## src/rtl/traffic_phase_arbiter.sv

```systemverilog
// Two-road actuated right-of-way arbiter with green/yellow/all-red sequencing and min/max green.
// Optional emergency preemption is compiled in when PREEMPT_EN is defined.
module traffic_phase_arbiter #(
  parameter int unsigned TICK_DIV  = 100_000_000,
  parameter int unsigned MIN_GREEN = 6,
  parameter int unsigned MAX_GREEN = 9,
  parameter int unsigned YELLOW_T  = 2,
  parameter int unsigned ALLRED_T  = 2,
  parameter int unsigned TW        = 4
) (
  input  logic          CLK100MHZ,
  input  logic          reset,
  input  logic          req_a,
  input  logic          req_b,
`ifdef PREEMPT_EN
  input  logic          preempt_a,
  input  logic          preempt_b,
`endif
  output logic [2:0]    light_a,
  output logic [2:0]    light_b,
  output logic          pend_a,
  output logic          pend_b,
  output logic [TW-1:0] phase_timer,
  output logic          sec_tick
);

  localparam int unsigned PW = (TICK_DIV > 1) ? $clog2(TICK_DIV) : 1;

  typedef enum logic [2:0] {
    StGreenA  = 3'd0,
    StYellowA = 3'd1,
    StAllRedA = 3'd2,
    StGreenB  = 3'd3,
    StYellowB = 3'd4,
    StAllRedB = 3'd5
  } state_e;

  state_e        state_q, state_d;
  logic [TW-1:0] phase_timer_q, phase_timer_d;
  logic [PW-1:0] presc_q, presc_d;
  logic          sec_tick_q, sec_tick_d;
  logic          pend_a_q, pend_a_d;
  logic          pend_b_q, pend_b_d;
  logic          req_a_q, req_b_q;

  logic ge_min, ge_max, ge_yel, ge_red, presc_wrap;

  assign ge_min     = phase_timer_q >= TW'(MIN_GREEN);
  assign ge_max     = phase_timer_q >= TW'(MAX_GREEN);
  assign ge_yel     = phase_timer_q >= TW'(YELLOW_T);
  assign ge_red     = phase_timer_q >= TW'(ALLRED_T);
  assign presc_wrap = presc_q == PW'(TICK_DIV - 1);

  // State register
  always_ff @(posedge CLK100MHZ) begin
    if (reset) begin
      state_q <= StAllRedB;
    end else begin
      state_q <= state_d;
    end
  end

  // Next-state logic; preemption bypasses the second tick qualification
  always_comb begin
    state_d = state_q;
    case (state_q)
      StGreenA: begin
`ifdef PREEMPT_EN
        if (preempt_a) state_d = StGreenA;
        else if (preempt_b) state_d = StYellowA;
        else
`endif
        if (sec_tick_q && ((pend_b_q && ge_min) || ge_max)) state_d = StYellowA;
      end
      StYellowA: if (sec_tick_q && ge_yel) state_d = StAllRedA;
      StAllRedA: if (sec_tick_q && ge_red) state_d = StGreenB;
      StGreenB: begin
`ifdef PREEMPT_EN
        if (preempt_a) state_d = StYellowB;
        else if (preempt_b) state_d = StGreenB;
        else
`endif
        if (sec_tick_q && ((pend_a_q && ge_min) || ge_max)) state_d = StYellowB;
      end
      StYellowB: if (sec_tick_q && ge_yel) state_d = StAllRedB;
      StAllRedB: if (sec_tick_q && ge_red) state_d = StGreenA;
      default:   state_d = StAllRedB;
    endcase
  end

  // Lamp decode straight from the state register
  always_comb begin
    light_a = 3'b100;
    light_b = 3'b100;
    case (state_q)
      StGreenA:  light_a = 3'b001;
      StYellowA: light_a = 3'b010;
      StGreenB:  light_b = 3'b001;
      StYellowB: light_b = 3'b010;
      default:   ;
    endcase
  end

  always_comb begin
    presc_d    = presc_wrap ? '0 : presc_q + PW'(1);
    sec_tick_d = presc_wrap;

    if (state_d != state_q) begin
      phase_timer_d = TW'(1);
    end else if (sec_tick_q && (phase_timer_q != '1)) begin
      phase_timer_d = phase_timer_q + TW'(1);
    end else begin
      phase_timer_d = phase_timer_q;
    end

    // Entering a road's green clears its request, overriding a same-cycle edge
    pend_a_d = pend_a_q;
    if (state_d == StGreenA && state_q != StGreenA) begin
      pend_a_d = 1'b0;
    end else if (req_a && !req_a_q && state_q != StGreenA) begin
      pend_a_d = 1'b1;
    end

    pend_b_d = pend_b_q;
    if (state_d == StGreenB && state_q != StGreenB) begin
      pend_b_d = 1'b0;
    end else if (req_b && !req_b_q && state_q != StGreenB) begin
      pend_b_d = 1'b1;
    end
  end

  always_ff @(posedge CLK100MHZ) begin
    if (reset) begin
      phase_timer_q <= TW'(1);
      presc_q       <= '0;
      sec_tick_q    <= 1'b0;
      pend_a_q      <= 1'b0;
      pend_b_q      <= 1'b0;
      req_a_q       <= 1'b0;
      req_b_q       <= 1'b0;
    end else begin
      phase_timer_q <= phase_timer_d;
      presc_q       <= presc_d;
      sec_tick_q    <= sec_tick_d;
      pend_a_q      <= pend_a_d;
      pend_b_q      <= pend_b_d;
      req_a_q       <= req_a;
      req_b_q       <= req_b;
    end
  end

  assign pend_a      = pend_a_q;
  assign pend_b      = pend_b_q;
  assign phase_timer = phase_timer_q;
  assign sec_tick    = sec_tick_q;

endmodule

```

## config.mk

```make
export PLATFORM = sky130hd
export DESIGN_NAME = traffic_phase_arbiter
export DESIGN_NICKNAME = d
export VERILOG_FILES = /design/src/rtl/traffic_phase_arbiter.sv
export SDC_FILE = /design/constraint.sdc
export NUM_CORES = 1
export LEC_CHECK = 0
export CAP_MARGIN = 10
export CORE_MARGIN = 2
export CORE_UTILIZATION = 54
export CTS_BUF_LIST = sky130_fd_sc_hd__clkbuf_8
export DETAILED_ROUTE_END_ITERATION = 16
export GPL_TIMING_DRIVEN = 0
export PLACE_DENSITY = 0.88
export SYNTH_ARGS = -nofsm -noshare
export SYNTH_HDL_FRONTEND = slang
export SYNTH_SLANG_ARGS = --single-unit
```

## constraint.sdc

```tcl
create_clock -name CLK100MHZ -period 2 [get_ports CLK100MHZ]
set_input_delay 0.4 -clock CLK100MHZ [delete_from_list [all_inputs] [get_ports CLK100MHZ]]
set_output_delay 0.4 -clock CLK100MHZ [all_outputs]
set_load 0.05 [all_outputs]
```

Fig. 1: local utilization
Scale bar: 20 um. The die is cut into 7 by 7 equal tiles; white is low, dark blue is high, 0 to 100% covered.
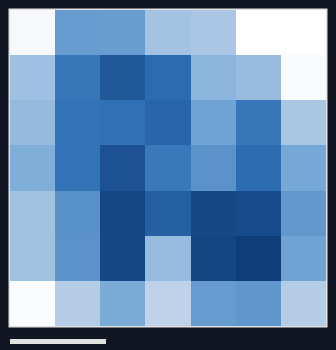
fullest tile: 95%
mean over tiles: 54%
nearly empty tiles: 6.1%
densest ninth of the die: centre

Fig. 2: placed standard cells
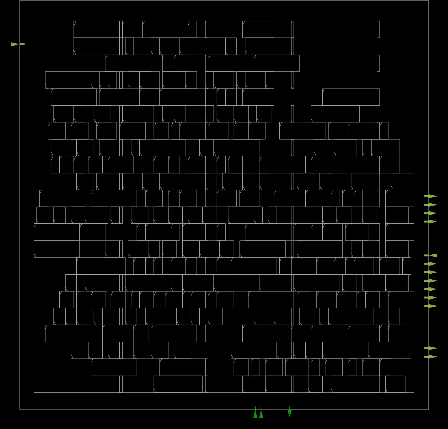
post-layout utilization of the core: 66.06%
number of well taps: 48
Core Rows: 22
register fraction of the total cell area: 32.49%

Fig. 3: register map, names as in the netlist
Scale bar: 20 um. Other sequential cells in the stronger grey, the rest of the logic in the fainter grey.
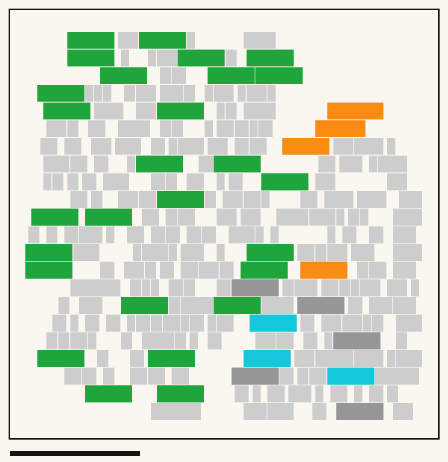
| colour | netlist name | sequential cells |
|---|---|---|
| green | presc_q | 27 |
| cyan | state_q | 3 |
| orange | phase_timer | 4 |
FF+latch area: 785.8 um^2
power dissipated in sequential cells: 0.000812 W

Fig. 4: floorplan with the power grid
Scale bar: 20 um. Pins as bars on the die edge. Tap cells in grey.
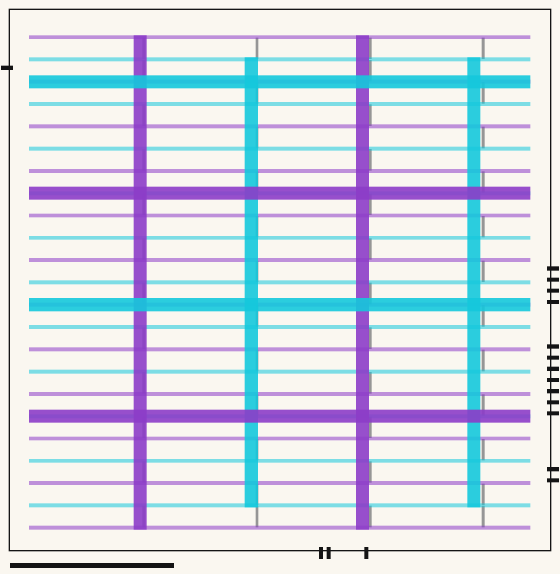
| colour | net |
|---|---|
| cyan | VDD |
| purple | VSS |
met4 straps: 4
signal pins: 17
rows: 22
tap cells: 48
Die Span X: 65.87 um
placeable core region: 3661 um^2
chip height: 65.87 um
worst IR drop on VDD: 0.4085 mV

Fig. 5: port wiring
Scale bar: 20 um.
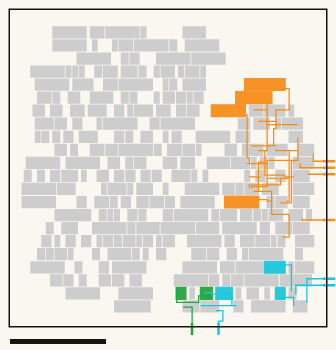
| colour | port | direction | edge | end cells | wire |
|---|---|---|---|---|---|
| cyan | light_a | output | 2 right, 1 bottom | 3 | 49.6 um |
| green | req_a | input | bottom | 2 | 16.1 um |
| orange | phase_timer | output | right | 4 | 183 um |

==> notes.md <==
The flow completed. Insertion delay at the late pin of the worst-skew pair landed at 0.30 ns. The first global-routing pass estimated 7293 um of wire. For reference, the clock transition at the flip-flops on the worst setup and hold paths is 0.07 ns. Share of the synthesized area in the top cell type landed at 37.77%.

Post-synthesis cell area landed at 2067 um^2. STA lists the maximum fanout along the critical path as 8. Looking at the cell usage after synthesis, the top flip-flop cell is sky130_fd_sc_hd__dfxtp_1.

The final timing summary puts the cycle share of the worst path at 97.08%. Of the total synthesized cell area, the portion taken by XOR and XNOR cells is 4.237%. Async set or reset register ratio after synthesis landed at 0%.

Residual DRC count landed at 0. Minimum period implied by the final worst setup slack landed at 1.942 ns. TritonCTS built the clock tree. The detailed router placed 1,840 vias in this run. The run finished with clean final reports. The stage logs contain a warning count of 30. After Yosys synthesis, full adders, half adders and majority gates account for 3.511% of the synthesized area. Data arrival at the endpoint of the critical path landed at 2.12 ns.

For this design the ratio of total power to cell area is 588.9 nW/um^2. Tally of max-capacitance violations landed at 0. Grouping stages by cell kind, the critical path spends the most delay in simple AND/OR/NAND/NOR gates. The cell-mix breakdown from Yosys lists the compound-gate area share as 17.07%. The tree is rooted in a sky130_fd_sc_hd__clkbuf_8.

Relative to the synthesized area, the layout overhead comes to 17.01%. Biggest cell delay along the critical path landed at 0.48 ns. The placement summary gives the final routability congestion estimate as 0.8488. The synthesized netlist was found by Yosys to have 234 cells. 0 antenna diodes ended up in the layout. The via count of the first global-routing pass came to 1,649.

Number of enable-type register cells in the synthesized netlist landed at 0. The synthesized design spends more area on one cell type than any other, namely sky130_fd_sc_hd__dfxtp_1. For reference, the most critical setup path is categorized as register to register. Hold violation count in the final report landed at 0. Counting flops and latches in the post-synthesis netlist gives 39.

According to the CTS report, the clock sink count is 39. Post-synthesis share of cell area spent on and, or, nand and nor gates landed at 29.90%. The timing report notes that buffer and inverter cells on the critical path total 1.

Setup repair after global routing left no endpoint under its margin. In the final timing run, aggregate negative setup slack is 0 ns. Counting the buffers created by CTS gives 5.

Entering global routing, the biggest net connects 12 pins. Post-synthesis cell type count landed at 56.
==> layout make-up <==
| type | instances | area [um^2] |
|---|---|---|
| tap | 48 | 60.06 |
| buffer | 12 | 95.09 |
| timing repair buffer | 17 | 161.4 |
| sequential | 39 | 785.8 |
| clock buffer | 6 | 82.58 |
| fill | 331 | 1242 |
| clock inverter | 1 | 5.005 |
| multi-input combinational | 174 | 1199 |
| inverter | 8 | 30.03 |
==> placed cells by master (no fill, tap or decap), drive strengths merged, types with 5 or more instances in the layout <==
master / Yosys / final
nand4: 12 / 12
o21ai: 6 / 6
nand2: 16 / 16
xor2: 7 / 7
clkdlybuf4s50: 0 / 6
or3: 7 / 7
nand3: 11 / 11
nor2: 20 / 20
buf: 7 / 10
ha: 5 / 5
or4: 7 / 7
clkbuf: 6 / 12
and3: 5 / 5
dfxtp: 39 / 39
o31ai: 7 / 7
a21oi: 15 / 15
inv: 8 / 8
==> flip-flops by register name (all words and copies together) (netlist names) <==
register	count
pend_a	1
pend_b	1
phase_timer	4
presc_q	27
req_a_q	1
req_b_q	1
sec_tick	1
state_q	3
==> layer usage <==
metal	up-vias	share of wire, %	GRT usage (%)
li1	913	-	-
met3	12	5.3	4.940
met4	0	2.6	13.02
met1	861	44	26.10
met2	54	48	35.98
met5	-	0	0
==> through the flow <==
stage | instance area, um^2 | worst slack (ns) | hold slack (ns) | instances
finish | 2419 | 0.05850 | 0.4674 | 305
global placement | 2306 | -0.2879 | 0.4405 | 297
floorplan | 2096 | -0.07231 | 0.4260 | 234
global route | 2419 | 0.0009559 | 0.4995 | 305
CTS | 2409 | 0.007355 | 0.4723 | 305
detailed placement | 2306 | -0.3118 | 0.4555 | 297
==> worst paths after layout <==
kind / from / slack (ns) / to / depth (start not counted)
max: phase_timer[1] / 0.06 / state_q[2] / 6
max reg2reg: phase_timer[1] / 0.06 / state_q[2] / 6
min: presc_q[0] / 0.47 / presc_q[0] / 1
min reg2reg: presc_q[0] / 0.47 / presc_q[0] / 1
==> power breakdown <==
part,internal (W),switching [W]
Combinational,0.0000347,0.0000440
Clock,0.000270,0.000263
Sequential,0.000793,0.0000190
Total,0.00110,0.000326
==> logic make-up (layout without fill, tap and decap cells) <==
kind of cell	Yosys count	in the layout
AND/OR/NAND/NOR	105	105
XOR/XNOR	10	10
flip-flops	39	39
adder cells (fa/ha/maj)	6	6
buffers and inverters	21	44
multiplexers	3	3
AND-OR/OR-AND	50	50
==> repair_timing <==
item,4_1_cts,5_1_grt
setup endpoints to repair,10,12
cloned,0,0
setup buffers,2,0
endpoints found under the hold margin,0,0
gates resized,17,12
pin swaps,1,0
Power is estimated from default activity; no workload was simulated.
